$ cat config.mk
export PLATFORM = sky130hd
export DESIGN_NAME = uart_rx
export DESIGN_NICKNAME = d
export VERILOG_FILES = /design/src/rtl/uart_pkg.sv /design/src/rtl/uart_sync2.sv /design/src/rtl/uart_rx.sv
export SDC_FILE = /design/constraint.sdc
export NUM_CORES = 1
export LEC_CHECK = 0
export CORE_MARGIN = 5
export CORE_UTILIZATION = 54
export DETAILED_ROUTE_END_ITERATION = 8
export GPL_TIMING_DRIVEN = 1
export HOLD_SLACK_MARGIN = 0.05
export PLACE_DENSITY = 0.77
export SLEW_MARGIN = 20
export SYNTH_ARGS = -nofsm -noshare
export SYNTH_HDL_FRONTEND = slang
export SYNTH_HIERARCHICAL = 1
export SYNTH_SLANG_ARGS = --single-unit
export TNS_END_PERCENT = 5
$ cat constraint.sdc
create_clock -name PCLK -period 1.9 [get_ports PCLK]
set_clock_uncertainty 0.05 [all_clocks]
set_input_delay 0.285 -clock PCLK [delete_from_list [all_inputs] [get_ports PCLK]]
set_output_delay 0.285 -clock PCLK [all_outputs]
set_load 0.1 [all_outputs]
$ cat src/rtl/uart_pkg.sv
// Shared UART constants: FSM state encoding and oversampling geometry.
// The transmitter can use the same encoding.
package uart_pkg;

    typedef enum logic [2:0] {
        IDLE   = 3'd0,
        START  = 3'd1,
        DATA   = 3'd2,
        STOP   = 3'd3,
        PARITY = 3'd4
    } uart_state_e;

    localparam int OVERSAMPLE = 16;
    localparam int START_MID  = 7;

    // Tick counter spans one bit period, or a longer stop period (1.5/2 stop bits).
    function automatic int tick_width(input int sbit);
        return (sbit > OVERSAMPLE) ? $clog2(sbit) : $clog2(OVERSAMPLE);
    endfunction

endpackage

$ cat src/rtl/uart_sync2.sv
// Two-flop synchronizer for an asynchronous single-bit input.
// RST_VAL sets the flop value in reset (1 for an idle-high serial line).
module uart_sync2 #(
    parameter logic RST_VAL = 1'b1
) (
    input  logic gclk,
    input  logic grst_n,
    input  logic d,
    output logic q
);

    logic meta;

    always_ff @(posedge gclk or negedge grst_n) begin
        if (!grst_n) begin
            meta <= RST_VAL;
            q    <= RST_VAL;
        end else begin
            meta <= d;
            q    <= meta;
        end
    end

endmodule

$ cat src/rtl/uart_rx.sv
// UART receiver, 16x oversampled via s_tick, LSB-first data, one-PCLK done pulse.
// Define UART_RX_PARITY_EN to add a parity bit between data and stop.
module uart_rx #(
    parameter int DBit = 8,
    parameter int SBit = 16
) (
    input  logic            PCLK,
    input  logic            PRESETn,
    input  logic            s_tick,
    input  logic            rx_dataIn,
`ifdef UART_RX_PARITY_EN
    input  logic            rx_parity_odd,
    output logic            rx_parity_err,
`endif
    output logic [DBit-1:0] rx_dataOut,
    output logic            rx_done_tick,
    output logic            rx_frame_err,
    output logic            rx_busy
);
    import uart_pkg::*;

    localparam int TW = tick_width(SBit);
    localparam int NW = (DBit > 1) ? $clog2(DBit) : 1;

    localparam logic [TW-1:0] TICK_MID  = TW'(START_MID);
    localparam logic [TW-1:0] TICK_LAST = TW'(OVERSAMPLE - 1);
    localparam logic [TW-1:0] STOP_LAST = TW'(SBit - 1);
    localparam logic [NW-1:0] N_LAST    = NW'(DBit - 1);

    uart_state_e     state;
    logic [TW-1:0]   tick;
    logic [NW-1:0]   n;
    logic [DBit-1:0] shreg;
    logic            rxs;
`ifdef UART_RX_PARITY_EN
    logic            par_bit;
`endif

    uart_sync2 #(.RST_VAL(1'b1)) u_sync (
        .gclk   (PCLK),
        .grst_n (PRESETn),
        .d      (rx_dataIn),
        .q      (rxs)
    );

    assign rx_busy = (state != IDLE);

    always_ff @(posedge PCLK or negedge PRESETn) begin
        if (!PRESETn) begin
            state        <= IDLE;
            tick         <= '0;
            n            <= '0;
            shreg        <= '0;
            rx_dataOut   <= '0;
            rx_done_tick <= 1'b0;
            rx_frame_err <= 1'b0;
`ifdef UART_RX_PARITY_EN
            par_bit       <= 1'b0;
            rx_parity_err <= 1'b0;
`endif
        end else begin
            rx_done_tick <= 1'b0;
            if (s_tick) begin
                case (state)
                    IDLE: if (!rxs) begin
                        state <= START;
                        tick  <= '0;
                    end
                    START: if (tick == TICK_MID) begin
                        // A line back high at mid start bit is noise, not a frame.
                        if (!rxs) begin
                            state <= DATA;
                            tick  <= '0;
                            n     <= '0;
                        end else begin
                            state <= IDLE;
                        end
                    end else begin
                        tick <= tick + 1'b1;
                    end
                    DATA: if (tick == TICK_LAST) begin
                        tick  <= '0;
                        shreg <= {rxs, shreg[DBit-1:1]};
                        if (n == N_LAST) begin
`ifdef UART_RX_PARITY_EN
                            state <= PARITY;
`else
                            state <= STOP;
`endif
                        end else begin
                            n <= n + 1'b1;
                        end
                    end else begin
                        tick <= tick + 1'b1;
                    end
`ifdef UART_RX_PARITY_EN
                    PARITY: if (tick == TICK_LAST) begin
                        par_bit <= rxs;
                        tick    <= '0;
                        state   <= STOP;
                    end else begin
                        tick <= tick + 1'b1;
                    end
`endif
                    STOP: if (tick == STOP_LAST) begin
                        state        <= IDLE;
                        rx_dataOut   <= shreg;
                        rx_frame_err <= ~rxs;
                        rx_done_tick <= 1'b1;
`ifdef UART_RX_PARITY_EN
                        rx_parity_err <= (^shreg) ^ par_bit ^ rx_parity_odd;
`endif
                    end else begin
                        tick <= tick + 1'b1;
                    end
                    default: state <= IDLE;
                endcase
            end
        end
    end

endmodule

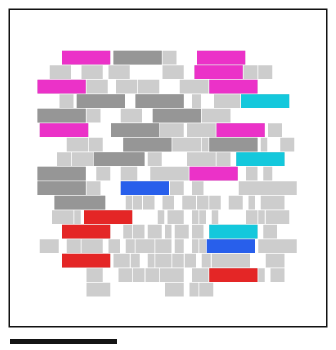
(run_1/registers.png)
Scale bar: 20 um. Other sequential cells in the stronger gray, the rest of the logic in the fainter gray.
- `state`: blue (sequential cells 2)
- `tick`: red (sequential cells 4)
- `rx_dataOut`: magenta (sequential cells 8)
- `n`: cyan (sequential cells 3)
- not colored: 12
sequential power: 0.786 mW
sequential cell area: 728 sq um

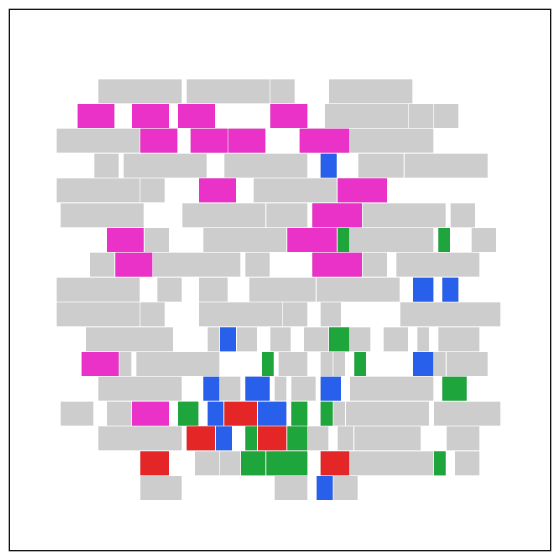
(run_1/gate_families.png)
- NAND gates: green (cells 14; most used nand2_1)
- AND-OR and OR-AND gates: red (cells 5; where bottom center)
- inverting AOI/OAI gates: blue (cells 12)
- multiplexers: magenta (cells 17; most used mux2_2)
most used logic cell in the final layout: dfrtp_1
Finished Layout Cells: 156
Comb area share: 0.328

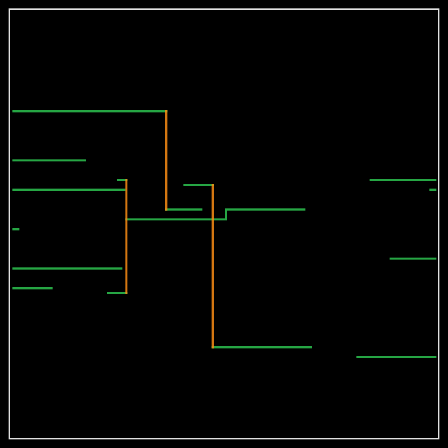
(run_1/metal_stack.png)
Two of the layers only.
- met3: green (wire length 146 um)
- met4: orange (wire length 51.7 um)
final wirelength: 2.37 mm
total track usage: 0.157
routed length per instance: 15.2 um
vias after detailed routing: 880

-- run 1: layout make-up --
| cell class | instances | area [sq um] | share of cell area |
|---|---|---|---|
| clock buffer | 7 | 55.1 | 0.0343 |
| clock inverter | 1 | 30.0 | 0.0187 |
| sequential | 29 | 728 | 0.454 |
| inverter | 6 | 27.5 | 0.0172 |
| timing repair buffer | 21 | 203 | 0.126 |
| tap | 28 | 35.0 | 0.0218 |
| multi-input combinational | 64 | 526 | 0.328 |
-- run 1: power groups by stage --
stage               sequential (mW)  combinational, mW  clock (mW)
finish                        0.786              0.236       0.506
global route                  0.799              0.273       0.559
CTS                           0.785              0.240       0.523
detailed placement            0.796              0.238           0
global placement              0.786              0.225           0
floorplan                     0.740              0.217           0
-- run 1: worst max-delay path: cells and delay by family, from the launching register on --
kind	cells	cell delay [ns]
flops	1	0.44
simple gates	1	0.18
buf+inv	3	0.49
-- run 1: flip-flops by register name, indices dropped and copies added, names as in the netlist --
name,flops
shreg,8
tick,4
rx_dataOut,8
u_sync/meta,1
state,2
rx_done_tick,1
rx_frame_err,1
u_sync/q,1
n,3
-- run 1: cells by family (layout without fill, tap and decap cells) --
| logic type | Yosys count | after routing | synth area share |
|---|---|---|---|
| xor gates and xnor gates | 1 | 1 | 0.00669 |
| muxes | 17 | 17 | 0.161 |
| DFF | 29 | 29 | 0.556 |
| AOI/OAI and AO/OA | 17 | 17 | 0.0880 |
| and+or+nand+nor | 26 | 26 | 0.111 |
| adders and majority gates | 3 | 3 | 0.0287 |
| buffers and inverters | 12 | 35 | 0.0488 |
-- run 1: stage by stage --
| step | hold WS [ns] | TNS [ns] | util | setup WS, ns |
|---|---|---|---|---|
| floorplan | -0.0606 | 0 | - | 0.0869 |
| global placement | 0.296 | 0 | 0.670 | 0.0375 |
| detailed placement | 0.301 | -0.215 | 0.670 | -0.112 |
| CTS | 0.293 | 0 | 0.708 | 0.0510 |
| global route | 0.300 | 0 | 0.711 | 0.0360 |
| finish | 0.295 | 0 | 0.711 | 0.143 |
-- run 1: how the worst min path moves through the flow --
stage	from	slack, ns	to
after floorplan	PRESETn	-0.06	n[0]$_DFFE_PN0P_
after global placement	u_sync/meta$_DFF_PN1_	0.30	u_sync/q$_DFF_PN1_
after detailed placement	u_sync/meta$_DFF_PN1_	0.30	u_sync/q$_DFF_PN1_
after CTS	PRESETn	0.29	shreg[6]$_DFFE_PN0P_
after global routing	rx_dataIn	0.30	u_sync/meta$_DFF_PN1_
final	PRESETn	0.29	tick[2]$_DFFE_PN0P_
-- run 1: cells in the final DEF, fill, tap and decap left out, types with 3 or more instances in the layout --
master            n
clkdlybuf4s50_1   3
inv_1             5
mux2_2           12
o22ai_1           3
ha_1              3
nand2_1           7
buf_12            3
a21oi_1           3
mux2_4            5
buf_4            15
dfrtp_1          27
o21ai_0           3
clkbuf_4          5
-- run 1: per-layer routing --
layer | global-route usage | part of all wire | vias to the layer above
met5 | 0 | 0 | -
met4 | 0.0777 | 0.022 | 0
met3 | 0.0697 | 0.061 | 7
li1 | - | - | 423
met2 | 0.242 | 0.49 | 16
met1 | 0.186 | 0.42 | 434
==> flow_metrics.env, run 1 <==
# flow metrics
export IMPL_status="finished, final reports clean"
export IMPL_drc=0
export IMPL_flop_cell="dfrtp_1"
export IMPL_worst_ir_drop_vdd_v=0.000855
export IMPL_cts_htree_levels=2
export IMPL_crit_path_end="rx_busy"
export IMPL_post_cts_setup_buffers=0
export IMPL_post_route_period_util=0.925
export IMPL_period_needed_ns=1.76
export IMPL_power_density_nw_per_um2=953
export IMPL_coreArea_sq_um=2250
export IMPL_chipArea_sq_um=3510
export IMPL_crit_path_max_incr_delay_ns=0.44
export IMPL_hpwl_mm=1.76
export IMPL_r2r_end="tick[2]$_DFFE_PN0P_"
export IMPL_cts_made_buffers=5
export IMPL_crit_chain="buf_4 > nor2_2 > inv_1 > buf_12"
export IMPL_critPathKind="flip-flop to primary output"
export IMPL_cts_tree="yes"
export IMPL_dp_cells=148
export IMPL_hp_class="primary input to async pin"
export IMPL_post_dp_cell_area_sq_um=1510
export IMPL_top_cells_by_area="dfrtp_1 52%, mux2_2 10%, mux2_4 5.7%, dfstp_2 4.0%, ha_1 2.9%"
export IMPL_grt_max_degree=30
export IMPL_worst_pin_slew_ns=0.361
export IMPL_synth_seq_cells=29
export IMPL_async_reset_ff_frac=1.00
export IMPL_insertion_delay_ns=0.31
export IMPL_die_w_um=59.2
export IMPL_grt_pass1_vias=883
export IMPL_netlist_area_sq_um=1310
export IMPL_common_cells="27 x dfrtp_1, 12 x mux2_2, 7 x nand2_1"
export IMPL_nets=134
export IMPL_reg2reg_from="tick[0]$_DFFE_PN0P_"
export IMPL_portBuffers=14
export IMPL_yosys_stat_area_sq_um=1310
export IMPL_clock_path_buffers=2
export IMPL_rrSetupSlack_ns=0.21
export IMPL_worstSetupStartpoint="state[1]$_DFFE_PN0P_"
export IMPL_yosys_stat_cells=105
export IMPL_combPwrFrac=0.154
export IMPL_n_fill_cell=166
export IMPL_slew_violations=0
export IMPL_crit_path_max_fanout=7
export IMPL_setup_viol=0
export IMPL_via_per_inst=5.64
export IMPL_num_rows=17
export IMPL_antenna_left=0
export IMPL_cts_root_buf="clkbuf_4"
export IMPL_syn_area_per_cell_sq_um=12.5
export IMPL_antenna_found_initial=0
export IMPL_static_leakage_power_nw=0.782
export IMPL_diodes=0
export IMPL_clock_sinks=29
export IMPL_largest_area_cell="dfrtp_1"
export IMPL_edf_count=0
export IMPL_routabilityCongestion=0.921
export IMPL_die_h_um=59.2
export IMPL_synth_seq_share=0.556
export IMPL_seq_power_share=0.515
export IMPL_maxSlewHeadroom=0.757
export IMPL_path_clk_slew_ns=0.08
export IMPL_synth_top_cell_area_share=0.516
export IMPL_fp_nets=112
export IMPL_warnings=26
export IMPL_pwr_share_clk=0.331
export IMPL_worstPathArrival_ns=1.42
export IMPL_drt_first_iter_violations=12
export IMPL_first_pass_iters=3
export IMPL_stdcell_area_sq_um=1600
export IMPL_io_pins=15
export IMPL_postCtsHoldBufs=0
export IMPL_fmax_mhz=569
export IMPL_ys_types=35
export IMPL_drive_above_1_share=0.383
export IMPL_start_kind="flip-flop"
export IMPL_power_share_switching=0.257
export IMPL_grt_ovfl_total=0
export IMPL_critical_path_required_ns=1.56
export IMPL_rsz0062_at_grt="no"
export IMPL_crit_path_end_kind="primary output"
export IMPL_yosysMostFrequentCell="dfrtp_1"
export IMPL_syn_to_final_growth_pct=22.6
export IMPL_r2r_cells=6
export IMPL_syn_inst=105
export IMPL_cts_resized=0
export IMPL_grt_pass1_wl_mm=4.06
export IMPL_p_switching_mw=0.392
export IMPL_fp_util=0.580
export IMPL_fin_total_pwr_mw=1.53
export IMPL_timing_max_cap_violations=0
export IMPL_hold_violations=0
export IMPL_internal_power_mw=1.14
export IMPL_critPathSlowestCell="dfrtp_1"
export IMPL_yosys_warnings=6
==> run 1 -> run 2 <==
--- a/config.mk
+++ b/config.mk
@@ -5,6 +5,7 @@
 export SDC_FILE = /design/constraint.sdc
 export NUM_CORES = 1
 export LEC_CHECK = 0
+export ABC_AREA = 1
 export CORE_MARGIN = 5
 export CORE_UTILIZATION = 54
 export DETAILED_ROUTE_END_ITERATION = 8
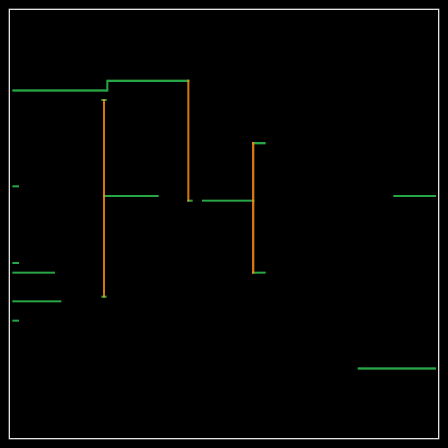
(run_2/metal_stack.png)
Two of the layers only.
- met3: green (wire length 75.9 um)
- met4: orange (wire length 63.2 um)
final wirelength: 2.45 mm
total track usage: 0.155
routed length per instance: 11.9 um
vias after detailed routing: 1035

==> run 2 against run 1 <==
Effect of this change: global-route usage down 0.27 points; combinational power up 130%; maximum frequency up 6.8%; core utilization down 5.6 points; sequential cell count unchanged; critical path depth down 1; first-iteration DRC count rose to 7.7 times the previous value; cell count up 31%; critical endpoint unchanged.
==> flow_metrics.env, run 2 <==
# flow metrics
export IMPL_clock_path_buffers=2
export IMPL_yosysMostFrequentCell="nand2_1"
export IMPL_n_fill_cell=201
export IMPL_internal_power_mw=1.19
export IMPL_utilization=0.656
export IMPL_worst_pin_slew_ns=0.357
export IMPL_drt_first_iter_violations=92
export IMPL_synth_seq_cells=29
export IMPL_p_switching_mw=0.681
export IMPL_combPwrFrac=0.290
export IMPL_antenna_found_initial=0
export IMPL_grt_pass1_vias=980
export IMPL_whs_ns=0.266
export IMPL_clock_sinks=29
export IMPL_wl_met3_um=75
export IMPL_setup_viol=0
export IMPL_io_pins=15
export IMPL_path_clk_slew_ns=0.09
export IMPL_yosys_stat_cells=154
export IMPL_diodes=0
export IMPL_hp_class="primary input to async pin"
export IMPL_cts_root_buf="clkbuf_4"
export IMPL_insertion_delay_ns=0.33
export IMPL_fmax_mhz=608
export IMPL_yosys_stat_area_sq_um=1390
export IMPL_pwr_share_clk=0.282
export IMPL_fp_nets=161
export IMPL_cts_made_buffers=5
export IMPL_crit_chain="nor2_1 > inv_1 > buf_12"
export IMPL_grt_pass1_wl_mm=4.12
export IMPL_via_per_inst=5.05
export IMPL_status="finished, final reports clean"
export IMPL_post_route_period_util=0.866
export IMPL_critical_path_required_ns=1.56
export IMPL_top_cells_by_area="dfrtp_1 49%, nand2_1 13%, o21ai_2 6.9%, inv_1 4.3%, o21ai_0 4.0%"
export IMPL_cts_resized=0
export IMPL_chipArea_sq_um=3690
export IMPL_crit_path_max_fanout=9
export IMPL_worst_ir_drop_vdd_v=0.000953
export IMPL_syn_area_per_cell_sq_um=9.02
export IMPL_num_rows=18
export IMPL_antenna_left=0
export IMPL_lay_top_count="nand2_1"
export IMPL_die_w_um=60.7
export IMPL_largest_area_cell="dfrtp_1"
export IMPL_nets=181
export IMPL_synth_seq_share=0.524
export IMPL_drc=0
export IMPL_crit_path_max_incr_delay_ns=0.48
export IMPL_wl_met1_mm=1.13
export IMPL_cp_num_buf_inv=2
export IMPL_finalNonFillerCells=205
export IMPL_maxSlewHeadroom=0.762
export IMPL_cts_tree="yes"
export IMPL_crit_path_end_kind="primary output"
export IMPL_slew_violations=0
export IMPL_coreArea_sq_um=2480
export IMPL_yosys_warnings=6
export IMPL_postCtsHoldBufs=0
export IMPL_common_cells="48 x nand2_1, 27 x dfrtp_1, 16 x inv_1"
export IMPL_dp_cells=197
export IMPL_syn_inst=154
export IMPL_synth_top_cell_area_share=0.486
export IMPL_timing_max_cap_violations=0
export IMPL_static_leakage_power_nw=0.844
export IMPL_critPathSlowestCell="dfrtp_1"
export IMPL_final_cell_mix="48 x nand2_1, 27 x dfrtp_1, 16 x inv_1, 12 x buf_4"
export IMPL_die_h_um=60.7
export IMPL_netlist_area_sq_um=1390
export IMPL_route_met2_wl_mm=1.17
export IMPL_async_reset_ff_frac=1.00
export IMPL_worstPathArrival_ns=1.31
export IMPL_power_density_nw_per_um2=1150
export IMPL_crit_family="flip-flops"
export IMPL_warnings=26
export IMPL_drive_above_1_share=0.246
export IMPL_edf_count=0
export IMPL_finalSetupTns_ns=0
export IMPL_grt_max_degree=30
export IMPL_power_share_switching=0.364
export IMPL_seq_power_share=0.428
export IMPL_ys_types=20
export IMPL_top_regs="rx_dataOut x8, shreg x8, tick x4"
export IMPL_routed_top_layer="met4"
export IMPL_portBuffers=14
export IMPL_grt_ovfl_total=0
export IMPL_post_cts_setup_buffers=0
export IMPL_hold_violations=0
export IMPL_cts_htree_levels=2
export IMPL_flop_cell="dfrtp_1"
export IMPL_fp_util=0.561
export IMPL_first_pass_iters=4
export IMPL_routabilityCongestion=0.778
export IMPL_period_needed_ns=1.65
export IMPL_hpwl_mm=1.75
export IMPL_start_kind="flip-flop"
export IMPL_rsz0062_at_grt="no"
export IMPL_critPathKind="flip-flop to primary output"
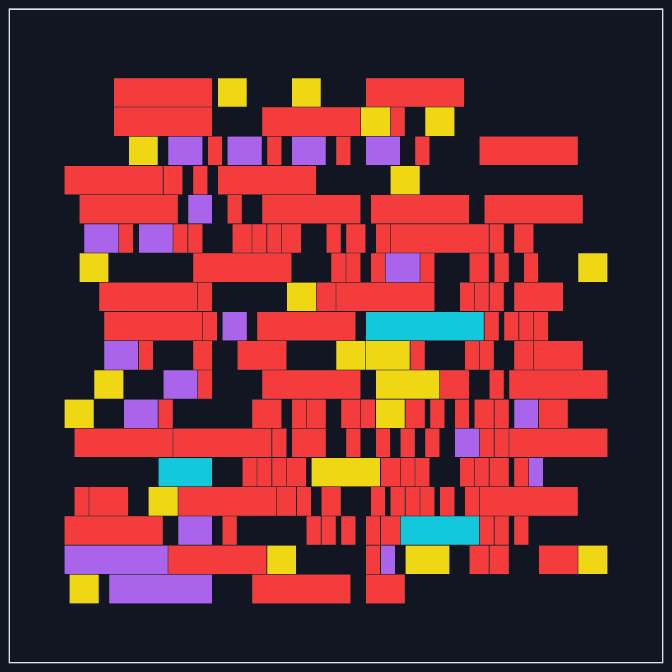
(run_2/drive_strength.png)
- drive 2: purple (cells 19; share 11%)
- drive 3 to 4: yellow (cells 21; share 12%)
- drive 6 and up: cyan (cells 3; share 1.7%)
- drive 1 or less: red (cells 132; share 75%)
synthesis-to-finish area growth: 16.9%
Design Area, Final: 1620 sq um
Non-clk bufs: 16

-- run 2: netlist changes by cell type after synthesis, moves of 7 or more --
cell	change
inv_1	+11
mux2_2	-12
nand2_1	+41
o21ai_2	+11
nand3_1	+7
o21ai_0	+8
-- run 2: cell families after synthesis --
group                      count (synthesis)  share of synthesized area
AOI/OAI and AO/OA                         24                      0.116
adders and majority gates                  3                     0.0270
buffers and inverters                     21                     0.0685
DFF                                       29                      0.524
xor gates and xnor gates                   1                    0.00631
and+or+nand+nor                           76                      0.258
-- run 2: worst reg2reg max path, cell delays in order (launching register included) --
cell and delay (ns):
dfrtp_1 0.42, ha_1 0.29, nand3_4 0.16, nor2_4 0.06, nor2_1 0.21, nand2_1 0.14, nand2_1 0.08, nand2_1 0.05
-- run 2: routing by layer --
layer / vias up / global-route usage
met3: 8 / 0.0468
met2: 14 / 0.247
met4: 0 / 0.0929
li1: 527 / -
met1: 486 / 0.183
met5: - / 0
-- run 2: path summary, 6_finish.rpt --
| kind | start | to | slack, ns | depth (start not counted) |
|---|---|---|---|---|
| max | state[1]$_DFFE_PN0P_ | rx_busy | 0.25 | 3 |
| min | PRESETn | state[0]$_DFFE_PN0P_ | 0.27 | 2 |
| max reg2reg | tick[0]$_DFFE_PN0P_ | tick[1]$_DFFE_PN0P_ | 0.32 | 7 |
| min reg2reg | u_sync/meta$_DFF_PN1_ | u_sync/q$_DFF_PN1_ | 0.31 | 0 |
| max in group asynchronous | PRESETn | u_sync/q$_DFF_PN1_ | 1.21 | 2 |
| min in group PCLK | u_sync/meta$_DFF_PN1_ | u_sync/q$_DFF_PN1_ | 0.31 | 0 |
-- run 2: layout make-up --
type                       count  area (sq um)  share of cell area
clock inverter                 1          30.0              0.0185
timing repair buffer          16           140              0.0863
multi-input combinational    104           566               0.348
inverter                      18          67.6              0.0416
clock buffer                   7          55.1              0.0339
sequential                    29           728               0.448
tap                           30          37.5              0.0231
-- run 2: power by group through the flow --
stage | sequential (mW) | combinational, mW | clock [mW]
detailed placement | 0.810 | 0.544 | 0
global placement | 0.807 | 0.520 | 0
floorplan | 0.793 | 0.398 | 0
finish | 0.801 | 0.543 | 0.529
CTS | 0.798 | 0.546 | 0.539
global route | 0.813 | 0.594 | 0.565
-- run 2: metrics by stage --
step	instance area, sq um	setup slack [ns]	power [mW]
2_1_floorplan	1390	0.432	1.19
3_5_place_dp	1540	0.197	1.35
6_report	1620	0.255	1.87
3_3_place_gp	1540	0.263	1.33
5_1_grt	1620	0.201	1.97
4_1_cts	1620	0.255	1.88
==> run 2 -> run 3 <==
--- a/config.mk
+++ b/config.mk
@@ -15,6 +15,5 @@
 export SLEW_MARGIN = 20
 export SYNTH_ARGS = -nofsm -noshare
 export SYNTH_HDL_FRONTEND = slang
-export SYNTH_HIERARCHICAL = 1
 export SYNTH_SLANG_ARGS = --single-unit
 export TNS_END_PERCENT = 5
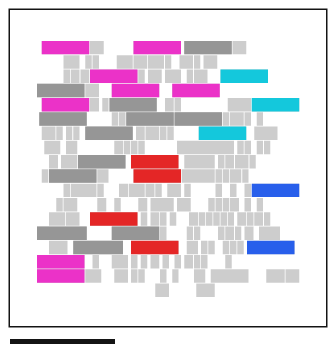
(run_3/registers.png)
Scale bar: 20 um. Other sequential cells in the stronger gray, the rest of the logic in the fainter gray.
- `rx_dataOut`: magenta (sequential cells 8)
- `state`: blue (sequential cells 2)
- `n`: cyan (sequential cells 3)
- `tick`: red (sequential cells 4; where center)
sequential power: 0.867 mW
flop share of the area: 0.455

==> run 3 against run 2 <==
Effect of this change: register-to-register slack worse by 0.05 ns; combinational power is 42% lower; largest cell class unchanged; routed wire length decreased by 5.2%; sequential cell count is the same; cell count shrank 0.49%; maximum frequency increased by 0.65%; via count down 4.4%; clock-buffer cell count unchanged.
==> flow_metrics.env, run 3 <==
# flow metrics
export IMPL_status="finished, final reports clean"
export IMPL_async_reset_ff_frac=1.00
export IMPL_chipArea_sq_um=3630
export IMPL_cp_num_buf_inv=0
export IMPL_wl_mm=2.32
export IMPL_critPathSlowestCell="dfrtp_1"
export IMPL_top_cells_by_area="dfrtp_1 50%, nand2_1 13%, o21ai_2 5.8%, inv_1 5.2%, dfstp_2 3.9%"
export IMPL_ys_types=20
export IMPL_grt_pass1_wl_mm=3.95
export IMPL_clock_sinks=29
export IMPL_hpwl_mm=1.71
export IMPL_grt_ovfl_total=0
export IMPL_syn_inst=152
export IMPL_post_dp_cell_area_sq_um=1520
export IMPL_portBuffers=14
export IMPL_clock_path_buffers=2
export IMPL_power_density_nw_per_um2=1070
export IMPL_io_pins=15
export IMPL_grt_max_degree=30
export IMPL_track_usage=0.152
export IMPL_die_h_um=60.2
export IMPL_synth_seq_share=0.535
export IMPL_slew_violations=0
export IMPL_avgRoutedWirePerCell_um=11.4
export IMPL_yosysMostFrequentCell="nand2_1"
export IMPL_maxSlewHeadroom=0.730
export IMPL_largest_area_cell="dfrtp_1"
export IMPL_period_needed_ns=1.63
export IMPL_fin_total_pwr_mw=1.71
export IMPL_synth_top_cell_area_share=0.496
export IMPL_num_rows=18
export IMPL_grt_pass1_vias=956
export IMPL_diodes=0
export IMPL_routabilityCongestion=0.836
export IMPL_setup_viol=0
export IMPL_fp_nets=159
export IMPL_vias=989
export IMPL_whs_ns=0.276
export IMPL_cts_made_buffers=5
export IMPL_finalSetupTns_ns=0
export IMPL_crit_path_max_incr_delay_ns=0.42
export IMPL_static_leakage_power_nw=0.836
export IMPL_antenna_left=0
export IMPL_drive_above_1_share=0.241
export IMPL_yosys_stat_cells=152
export IMPL_via_per_inst=4.85
export IMPL_crit_chain="ha_1 > nand3_4 > nor2_2 > nand2_2 > nand2_1 > o21ai_2"
export IMPL_hp_class="primary input to async pin"
export IMPL_top_regs="rx_dataOut x8, shreg x8, tick x4"
export IMPL_n_fill_cell=210
export IMPL_yosys_stat_area_sq_um=1360
export IMPL_syn_area_per_cell_sq_um=8.96
export IMPL_common_cells="48 x nand2_1, 27 x dfrtp_1, 19 x inv_1"
export IMPL_fp_util=0.555
export IMPL_first_pass_iters=4
export IMPL_drt_first_iter_violations=19
export IMPL_nets=180
export IMPL_post_cts_setup_buffers=0
export IMPL_post_route_period_util=0.860
export IMPL_insertion_delay_ns=0.32
export IMPL_coreArea_sq_um=2450
export IMPL_start_kind="flip-flop"
export IMPL_netlist_area_sq_um=1360
export IMPL_hold_violations=0
export IMPL_postCtsHoldBufs=0
export IMPL_worst_ir_drop_vdd_v=0.000833
export IMPL_crit_family="simple AND/OR/NAND/NOR gates"
export IMPL_warnings=26
export IMPL_worst_pin_slew_ns=0.404
export IMPL_critical_path_required_ns=2.05
export IMPL_cts_resized=0
export IMPL_crit_path_end_kind="flip-flop"
export IMPL_cts_htree_levels=2
export IMPL_fmax_mhz=612
export IMPL_worstPathArrival_ns=1.78
export IMPL_final_cell_mix="48 x nand2_1, 27 x dfrtp_1, 19 x inv_1, 12 x buf_4, 10 x o21ai_0"
export IMPL_path_clk_slew_ns=0.10
export IMPL_synth_seq_cells=29
export IMPL_crit_path_max_fanout=19
export IMPL_lay_top_count="nand2_1"
export IMPL_die_w_um=60.2
export IMPL_cts_root_buf="clkbuf_4"
export IMPL_antenna_found_initial=0
export IMPL_cts_tree="yes"
export IMPL_yosys_warnings=0
export IMPL_flop_cell="dfrtp_1"
export IMPL_edf_count=0
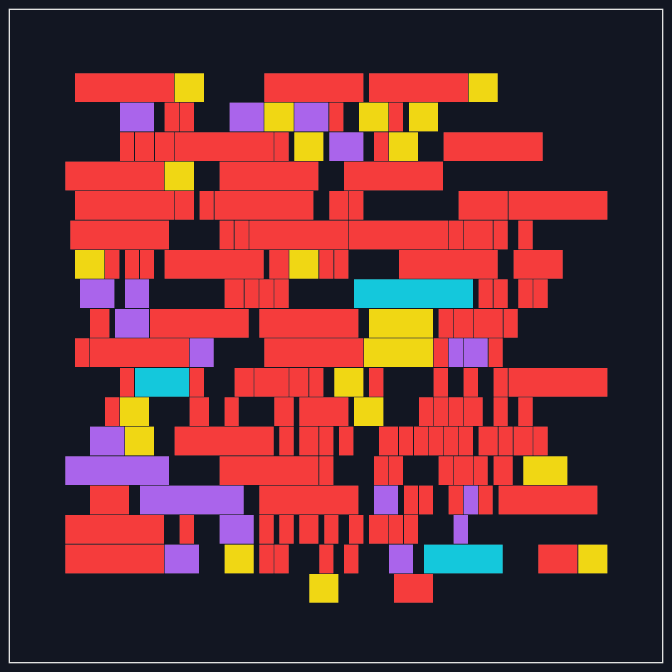
(run_3/drive_strength.png)
- drive 2: purple (cells 19; share 11%)
- drive 1 or less: red (cells 132; share 76%)
- drive 3 to 4: yellow (cells 20; share 11%)
- drive 6 and up: cyan (cells 3; share 1.7%)
final setup margin: 0.265 ns
synthesis-to-finish area growth: 17.6%
Design Area, Final: 1600 sq um

[run 3: netlist changes by cell type in the layout (fill, tap and decap cells not counted), sizes merged]
cell,change
nand3,-1
o21ai,-1
inv,+4
nand2,-2
nand3b,-1
[run 3: path summary, 6_finish.rpt]
path / from / cells after the start / endpoint / slack [ns]
setup / recovery: tick[0]$_DFFE_PN0P_ / 6 / rx_dataOut[2]$_DFFE_PN0P_ / 0.27
hold / removal: PRESETn / 2 / state[0]$_DFFE_PN0P_ / 0.28
setup reg to reg: tick[0]$_DFFE_PN0P_ / 6 / rx_dataOut[2]$_DFFE_PN0P_ / 0.27
hold reg to reg: u_sync.meta$_DFF_PN1_ / 0 / u_sync.q$_DFF_PN1_ / 0.31
max in group asynchronous: PRESETn / 2 / u_sync.q$_DFF_PN1_ / 1.21
min in group PCLK: u_sync.meta$_DFF_PN1_ / 0 / u_sync.q$_DFF_PN1_ / 0.31
[run 3: per-layer routing]
layer	global-route usage	part of all wire	wire (um)
met1	0.179	0.46	1060
met4	0.0475	0.013	31
met5	0	0	0
met2	0.248	0.49	1140
met3	0.0648	0.035	81
[run 3: report_power, final]
group          total (mW)  internal, mW  switching, mW  leakage [nW]
registers           0.867         0.758          0.109         0.367
logic               0.317         0.128          0.189         0.423
clock network       0.524         0.314          0.210        0.0455
total                1.71          1.20          0.508         0.836
[run 3: final cells by class]
cell class,count,area [sq um],share of cell area
multi-input cells,99,528,0.330
flip-flops and latches,29,728,0.455
inverters,22,82.6,0.0516
repair buffers,16,140,0.0875
clock buffers,7,55.1,0.0344
clock inverters,1,30.0,0.0187
well taps,30,37.5,0.0234
[run 3: per-stage QoR]
step | utilization | worst slack (ns) | cells
floorplan | - | 0.371 | 152
global placement | 0.618 | 0.301 | 196
detailed placement | 0.618 | 0.204 | 196
CTS | 0.652 | 0.251 | 204
global route | 0.652 | 0.113 | 204
finish | 0.652 | 0.265 | 204
[run 3: kinds of logic (layout without fill, tap and decap cells)]
| group | Yosys count | after routing | synth area share |
|---|---|---|---|
| buf+inv | 24 | 46 | 0.0772 |
| compound gates | 23 | 23 | 0.109 |
| flops | 29 | 29 | 0.535 |
| xor+xnor | 1 | 1 | 0.00643 |
| simple gates | 72 | 72 | 0.244 |
| fa+ha+maj | 3 | 3 | 0.0276 |
[run 3: worst reg2reg max path, delay by kind of cell, from the launching register on]
family | cells | cell delay (ns)
AND/OR/NAND/NOR | 4 | 0.70
flip-flops | 1 | 0.42
adder cells (fa/ha/maj) | 1 | 0.28
AND-OR/OR-AND | 1 | 0.06
No activity file was given, so power comes from the tool's default toggle rates.
